Cell density map:
19 x 19 tiles, from white (low) to dark blue (high), 0 to 100% covered.
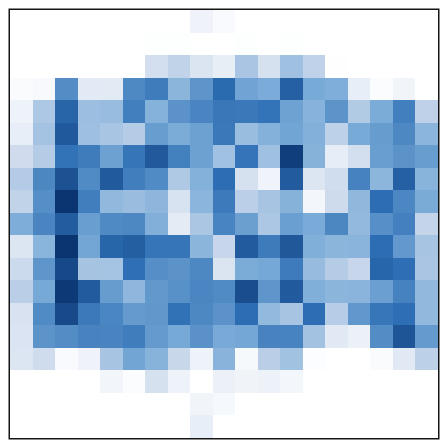
Cell outlines without signal wires:
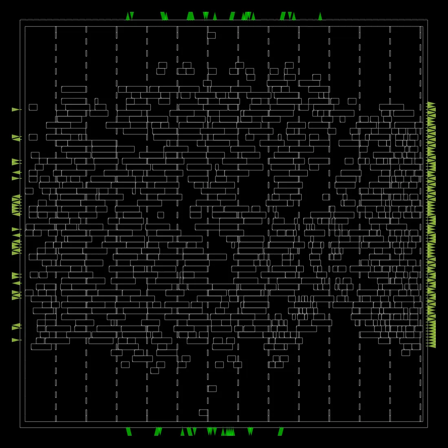
Metal 2:
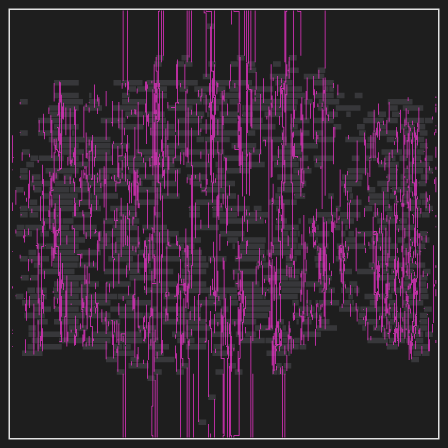
$ cat src/rtl/mem_req_pkg.sv
// Shared types for the memory request sequencer: FSM state encoding and
// default-width request/response records.
package mem_req_pkg;

  localparam int ADDR_WIDTH_P = 8;
  localparam int DATA_WIDTH_P = 32;

  typedef enum logic [1:0] {
    ST_IDLE  = 2'd0,
    ST_ISSUE = 2'd1,
    ST_WAIT  = 2'd2,
    ST_RESP  = 2'd3
  } state_e;

  typedef struct packed {
    logic                    wr;
    logic [ADDR_WIDTH_P-1:0] addr;
    logic [DATA_WIDTH_P-1:0] wdata;
  } req_t;

  typedef struct packed {
    logic                    wr;
    logic [DATA_WIDTH_P-1:0] rdata;
    logic                    err;
  } rsp_t;

endpackage

$ cat src/rtl/mem_req_fifo.sv
// Synchronous DEPTH-entry request FIFO with occupancy count, full and empty.
// Head entry is presented combinationally on rdata_o.
module mem_req_fifo #(
  parameter int WIDTH = 41,
  parameter int DEPTH = 4
) (
  input  logic                     clk,
  input  logic                     reset,
  input  logic                     push_i,
  input  logic [WIDTH-1:0]         wdata_i,
  input  logic                     pop_i,
  output logic [WIDTH-1:0]         rdata_o,
  output logic [$clog2(DEPTH):0]   count_o,
  output logic                     full_o,
  output logic                     empty_o
);

  localparam int PTR_W = $clog2(DEPTH);
  localparam int CNT_W = PTR_W + 1;

  logic [WIDTH-1:0] mem_q [DEPTH];
  logic [PTR_W-1:0] wr_ptr_q, wr_ptr_d;
  logic [PTR_W-1:0] rd_ptr_q, rd_ptr_d;
  logic [CNT_W-1:0] count_q, count_d;
  logic             do_push, do_pop;

  assign full_o  = (count_q == CNT_W'(DEPTH));
  assign empty_o = (count_q == '0);
  assign count_o = count_q;
  assign rdata_o = mem_q[rd_ptr_q];

  assign do_push = push_i && !full_o;
  assign do_pop  = pop_i && !empty_o;

  always_comb begin
    wr_ptr_d = wr_ptr_q;
    rd_ptr_d = rd_ptr_q;
    count_d  = count_q;
    if (do_push) wr_ptr_d = wr_ptr_q + 1'b1;
    if (do_pop)  rd_ptr_d = rd_ptr_q + 1'b1;
    case ({do_push, do_pop})
      2'b10:   count_d = count_q + 1'b1;
      2'b01:   count_d = count_q - 1'b1;
      default: count_d = count_q;
    endcase
  end

  always_ff @(posedge clk or posedge reset) begin
    if (reset) begin
      wr_ptr_q <= '0;
      rd_ptr_q <= '0;
      count_q  <= '0;
    end else begin
      wr_ptr_q <= wr_ptr_d;
      rd_ptr_q <= rd_ptr_d;
      count_q  <= count_d;
    end
  end

  // Storage is data-only; occupancy tracking makes stale entries unreachable.
  always_ff @(posedge clk) begin
    if (do_push) mem_q[wr_ptr_q] <= wdata_i;
  end

endmodule

$ cat src/rtl/mem_req_sequencer.sv
// Request front-end for memory_rtl: FIFO-buffered requests, one access in flight,
// in-order responses, local rejection of out-of-range addresses.
// Optional response watchdog enabled by defining MEM_REQ_TIMEOUT_EN.
module mem_req_sequencer
  import mem_req_pkg::*;
#(
  parameter int ADDR_WIDTH = ADDR_WIDTH_P,
  parameter int DATA_WIDTH = DATA_WIDTH_P,
  parameter int MEM_SIZE   = 16,
  parameter int DEPTH      = 4,
  parameter int TIMEOUT    = 16
) (
  input  logic                  clk,
  input  logic                  reset,
  input  logic                  req_valid,
  output logic                  req_ready,
  input  logic                  req_wr,
  input  logic [ADDR_WIDTH-1:0] req_addr,
  input  logic [DATA_WIDTH-1:0] req_wdata,
  output logic                  rsp_valid,
  input  logic                  rsp_ready,
  output logic                  rsp_wr,
  output logic [DATA_WIDTH-1:0] rsp_rdata,
  output logic                  rsp_err,
  output logic                  mem_wr,
  output logic                  mem_rd,
  output logic [ADDR_WIDTH-1:0] mem_addr,
  output logic [DATA_WIDTH-1:0] mem_wdata,
  input  logic [DATA_WIDTH-1:0] mem_rdata,
  input  logic                  mem_response
);

  localparam int REQ_W = 1 + ADDR_WIDTH + DATA_WIDTH;
  localparam int CNT_W = $clog2(DEPTH) + 1;

  if (DEPTH < 2 || (DEPTH & (DEPTH - 1)) != 0 || TIMEOUT < 1) begin : g_param_check
    $error("mem_req_sequencer: DEPTH must be a power of two >= 2 and TIMEOUT >= 1");
  end

  function automatic logic addr_legal(input logic [ADDR_WIDTH-1:0] a);
    return 64'(a) < 64'(MEM_SIZE);
  endfunction

  logic [REQ_W-1:0]      fifo_wdata, fifo_rdata;
  logic                  fifo_push, fifo_pop, fifo_full, fifo_empty;
  logic [CNT_W-1:0]      fifo_count;
  logic                  head_wr;
  logic [ADDR_WIDTH-1:0] head_addr;
  logic [DATA_WIDTH-1:0] head_wdata;

  state_e                state_q, state_d;
  logic                  mem_wr_q, mem_wr_d;
  logic                  mem_rd_q, mem_rd_d;
  logic [ADDR_WIDTH-1:0] mem_addr_q, mem_addr_d;
  logic [DATA_WIDTH-1:0] mem_wdata_q, mem_wdata_d;
  logic                  cur_wr_q, cur_wr_d;
  logic                  rsp_valid_q, rsp_valid_d;
  logic                  rsp_wr_q, rsp_wr_d;
  logic [DATA_WIDTH-1:0] rsp_rdata_q, rsp_rdata_d;
  logic                  rsp_err_q, rsp_err_d;

  assign req_ready  = (fifo_count != CNT_W'(DEPTH));
  assign fifo_push  = req_valid && !fifo_full;
  assign fifo_wdata = {req_wr, req_addr, req_wdata};
  assign {head_wr, head_addr, head_wdata} = fifo_rdata;

  mem_req_fifo #(
    .WIDTH (REQ_W),
    .DEPTH (DEPTH)
  ) u_fifo (
    .clk     (clk),
    .reset   (reset),
    .push_i  (fifo_push),
    .wdata_i (fifo_wdata),
    .pop_i   (fifo_pop),
    .rdata_o (fifo_rdata),
    .count_o (fifo_count),
    .full_o  (fifo_full),
    .empty_o (fifo_empty)
  );

`ifdef MEM_REQ_TIMEOUT_EN
  localparam int TMO_W = $clog2(TIMEOUT + 1);
  logic [TMO_W-1:0] tmo_q, tmo_d;
  logic             tmo_hit;
  // tmo_q counts completed WAIT cycles; the TIMEOUT-th one ends the wait.
  assign tmo_hit = (tmo_q == TMO_W'(TIMEOUT - 1));
`endif

  always_comb begin
    state_d     = state_q;
    mem_wr_d    = 1'b0;
    mem_rd_d    = 1'b0;
    mem_addr_d  = mem_addr_q;
    mem_wdata_d = mem_wdata_q;
    cur_wr_d    = cur_wr_q;
    rsp_valid_d = rsp_valid_q;
    rsp_wr_d    = rsp_wr_q;
    rsp_rdata_d = rsp_rdata_q;
    rsp_err_d   = rsp_err_q;
    fifo_pop    = 1'b0;
`ifdef MEM_REQ_TIMEOUT_EN
    tmo_d       = tmo_q;
`endif
    case (state_q)
      ST_IDLE: begin
        if (!fifo_empty) begin
          fifo_pop = 1'b1;
          cur_wr_d = head_wr;
          if (addr_legal(head_addr)) begin
            mem_addr_d  = head_addr;
            mem_wdata_d = head_wdata;
            mem_wr_d    = head_wr;
            mem_rd_d    = !head_wr;
            state_d     = ST_ISSUE;
          end else begin
            rsp_valid_d = 1'b1;
            rsp_wr_d    = head_wr;
            rsp_rdata_d = '0;
            rsp_err_d   = 1'b1;
            state_d     = ST_RESP;
          end
        end
      end
      ST_ISSUE: begin
        state_d = ST_WAIT;
`ifdef MEM_REQ_TIMEOUT_EN
        tmo_d   = '0;
`endif
      end
      ST_WAIT: begin
        if (mem_response) begin
          rsp_valid_d = 1'b1;
          rsp_wr_d    = cur_wr_q;
          rsp_rdata_d = cur_wr_q ? '0 : mem_rdata;
          rsp_err_d   = 1'b0;
          state_d     = ST_RESP;
        end
`ifdef MEM_REQ_TIMEOUT_EN
        else if (tmo_hit) begin
          rsp_valid_d = 1'b1;
          rsp_wr_d    = cur_wr_q;
          rsp_rdata_d = '0;
          rsp_err_d   = 1'b1;
          state_d     = ST_RESP;
        end else begin
          tmo_d = tmo_q + 1'b1;
        end
`endif
      end
      ST_RESP: begin
        if (rsp_ready) begin
          rsp_valid_d = 1'b0;
          state_d     = ST_IDLE;
        end
      end
      default: state_d = ST_IDLE;
    endcase
  end

  always_ff @(posedge clk or posedge reset) begin
    if (reset) begin
      state_q     <= ST_IDLE;
      mem_wr_q    <= 1'b0;
      mem_rd_q    <= 1'b0;
      mem_addr_q  <= '0;
      mem_wdata_q <= '0;
      cur_wr_q    <= 1'b0;
      rsp_valid_q <= 1'b0;
      rsp_wr_q    <= 1'b0;
      rsp_rdata_q <= '0;
      rsp_err_q   <= 1'b0;
    end else begin
      state_q     <= state_d;
      mem_wr_q    <= mem_wr_d;
      mem_rd_q    <= mem_rd_d;
      mem_addr_q  <= mem_addr_d;
      mem_wdata_q <= mem_wdata_d;
      cur_wr_q    <= cur_wr_d;
      rsp_valid_q <= rsp_valid_d;
      rsp_wr_q    <= rsp_wr_d;
      rsp_rdata_q <= rsp_rdata_d;
      rsp_err_q   <= rsp_err_d;
    end
  end

`ifdef MEM_REQ_TIMEOUT_EN
  always_ff @(posedge clk or posedge reset) begin
    if (reset) tmo_q <= '0;
    else       tmo_q <= tmo_d;
  end
`endif

  assign mem_wr    = mem_wr_q;
  assign mem_rd    = mem_rd_q;
  assign mem_addr  = mem_addr_q;
  assign mem_wdata = mem_wdata_q;
  assign rsp_valid = rsp_valid_q;
  assign rsp_wr    = rsp_wr_q;
  assign rsp_rdata = rsp_rdata_q;
  assign rsp_err   = rsp_err_q;

endmodule

$ cat config.mk
export PLATFORM = sky130hd
export DESIGN_NAME = mem_req_sequencer
export DESIGN_NICKNAME = d
export VERILOG_FILES = /design/src/rtl/mem_req_pkg.sv /design/src/rtl/mem_req_fifo.sv /design/src/rtl/mem_req_sequencer.sv
export SDC_FILE = /design/constraint.sdc
export NUM_CORES = 1
export LEC_CHECK = 0
export CAP_MARGIN = 20
export CORE_MARGIN = 2
export CORE_UTILIZATION = 29
export CTS_BUF_LIST = sky130_fd_sc_hd__clkbuf_8
export CTS_CLUSTER_DIAMETER = 40
export DETAILED_ROUTE_END_ITERATION = 8
export SYNTH_ARGS = -nofsm -noshare
export SYNTH_HDL_FRONTEND = slang
export SYNTH_SLANG_ARGS = --single-unit
$ cat constraint.sdc
create_clock -name clk -period 8.16 [get_ports clk]
set_clock_uncertainty 0.1 [all_clocks]
set_input_delay 1.224 -clock clk [delete_from_list [all_inputs] [get_ports clk]]
set_output_delay 1.224 -clock clk [all_outputs]
set_load 0.01 [all_outputs]
==> impl_metrics.ini <==
; flow metrics
[run_status]
status = completed

[logic_synthesis]
synth_cell_type_count = 36
aoi_share_pct = 3.90
area_leaders = edfxtp_1, dfrtp_1, mux4_2
ys_cells = 499
yosysMostFrequentCell = edfxtp_1
synthesis.area_sq_um = 9520
yosysWarningCount = 0
adder_share_pct = 1.39
synthTopCellsByCount = edfxtp_1, dfrtp_1, mux2_2, mux4_2, o2bb2ai_1
yosys.area.top_type_share_pct = 51.7
fp_nets = 587
yosys-stat-area_sq_um = 9520
edf_count = 164
syn_avg_cell_area_sq_um = 19.1

[placement]
post-place-ws_ps = 4780
dp.cells = 1080
portBuffers = 155

[final_layout]
largestClassByArea = flip-flops and latches
mostFrequentLayoutCells = edfxtp_1, clkdlybuf4s50_1, dfrtp_1, clkbuf_8
nets = 769
buffers = 165
sh_comb_area_pct = 18.0
drive_gt1_share_pct = 21.6
largest_reg_flops = 164
final-comb-area_sq_um = 2230
final-seq-area_sq_um = 7110

[power_and_ir_drop]
pg_comb_mw = 1.36
seq_cell_power_mw = 1.93
power.leakage_nw = 4.55
peakVddDrop_mv = 0.167
pwr-share-seq_pct = 43.9
p_sw_share_pct = 30.1
intPower_mw = 3.07
clkPwrFrac_pct = 25.0

[die]
core_sq_um = 32500
rows = 66

[worst_hold_path]
hold_path_class = flip-flop to flip-flop
worstHoldEndpoint = rsp_rdata[6]
hold_path_depth = 1

[routing]
viasPerCell = 4.40
wl_per_cell_um = 17.7
met2_wirelength_um = 9760

[setup_path]
worstSetupStartpointType = flip-flop
worstPathArrival_ps = 3560
critPathBufInv = 1
crit_chain = or4b_1 -> nor3_2 -> a211oi_2 -> nor2_4 -> buf_4 -> mux2_2
crit_path_end_kind = flip-flop
critPathTopFamily = simple AND/OR/NAND/NOR gates
crit_path_end = mem_wdata[10]
setup.worst_path.start = u_fifo.rd_ptr_q[0]
critPathSlowestCell = dfrtp_4
crit_path_max_fanout = 43

[global_route]
grt_pass1_wl_um = 31900
grt_pass1_vias = 5540
grt_usage_pct = 12.2
grt.busiest_layer = met2

[final_timing]
min_period_ps = 3250
hold_violations = 0
finalSetupTns_ps = 0
rsz0062_at_grt = no
tightest_slew_ps = 921
fin_hold_ws_ps = 385

[clocking]
postCtsHoldBufs = 0
clock_sinks = 251
clock_path_buffers = 3
Notes on 'cell density map' above:
tiles over 75% full: 8.6%
densest ninth of the die: middle left
fullest tile: 98%

Notes on 'cell outlines without signal wires' above:
final core occ: 38.3%
sequential share of cell area: 57.2%

Notes on 'metal 2' above:
share of all routed wire: 48%
wire length on this layer: 9,760 um
main direction: vertical
longest straight run: 75.8 um
nets with wire on the layer: 693
routed wire length: 20,500 um
met2 Track Usage GR: 20.4%
via count: 5,087

Power and IR drop assume default switching activity.
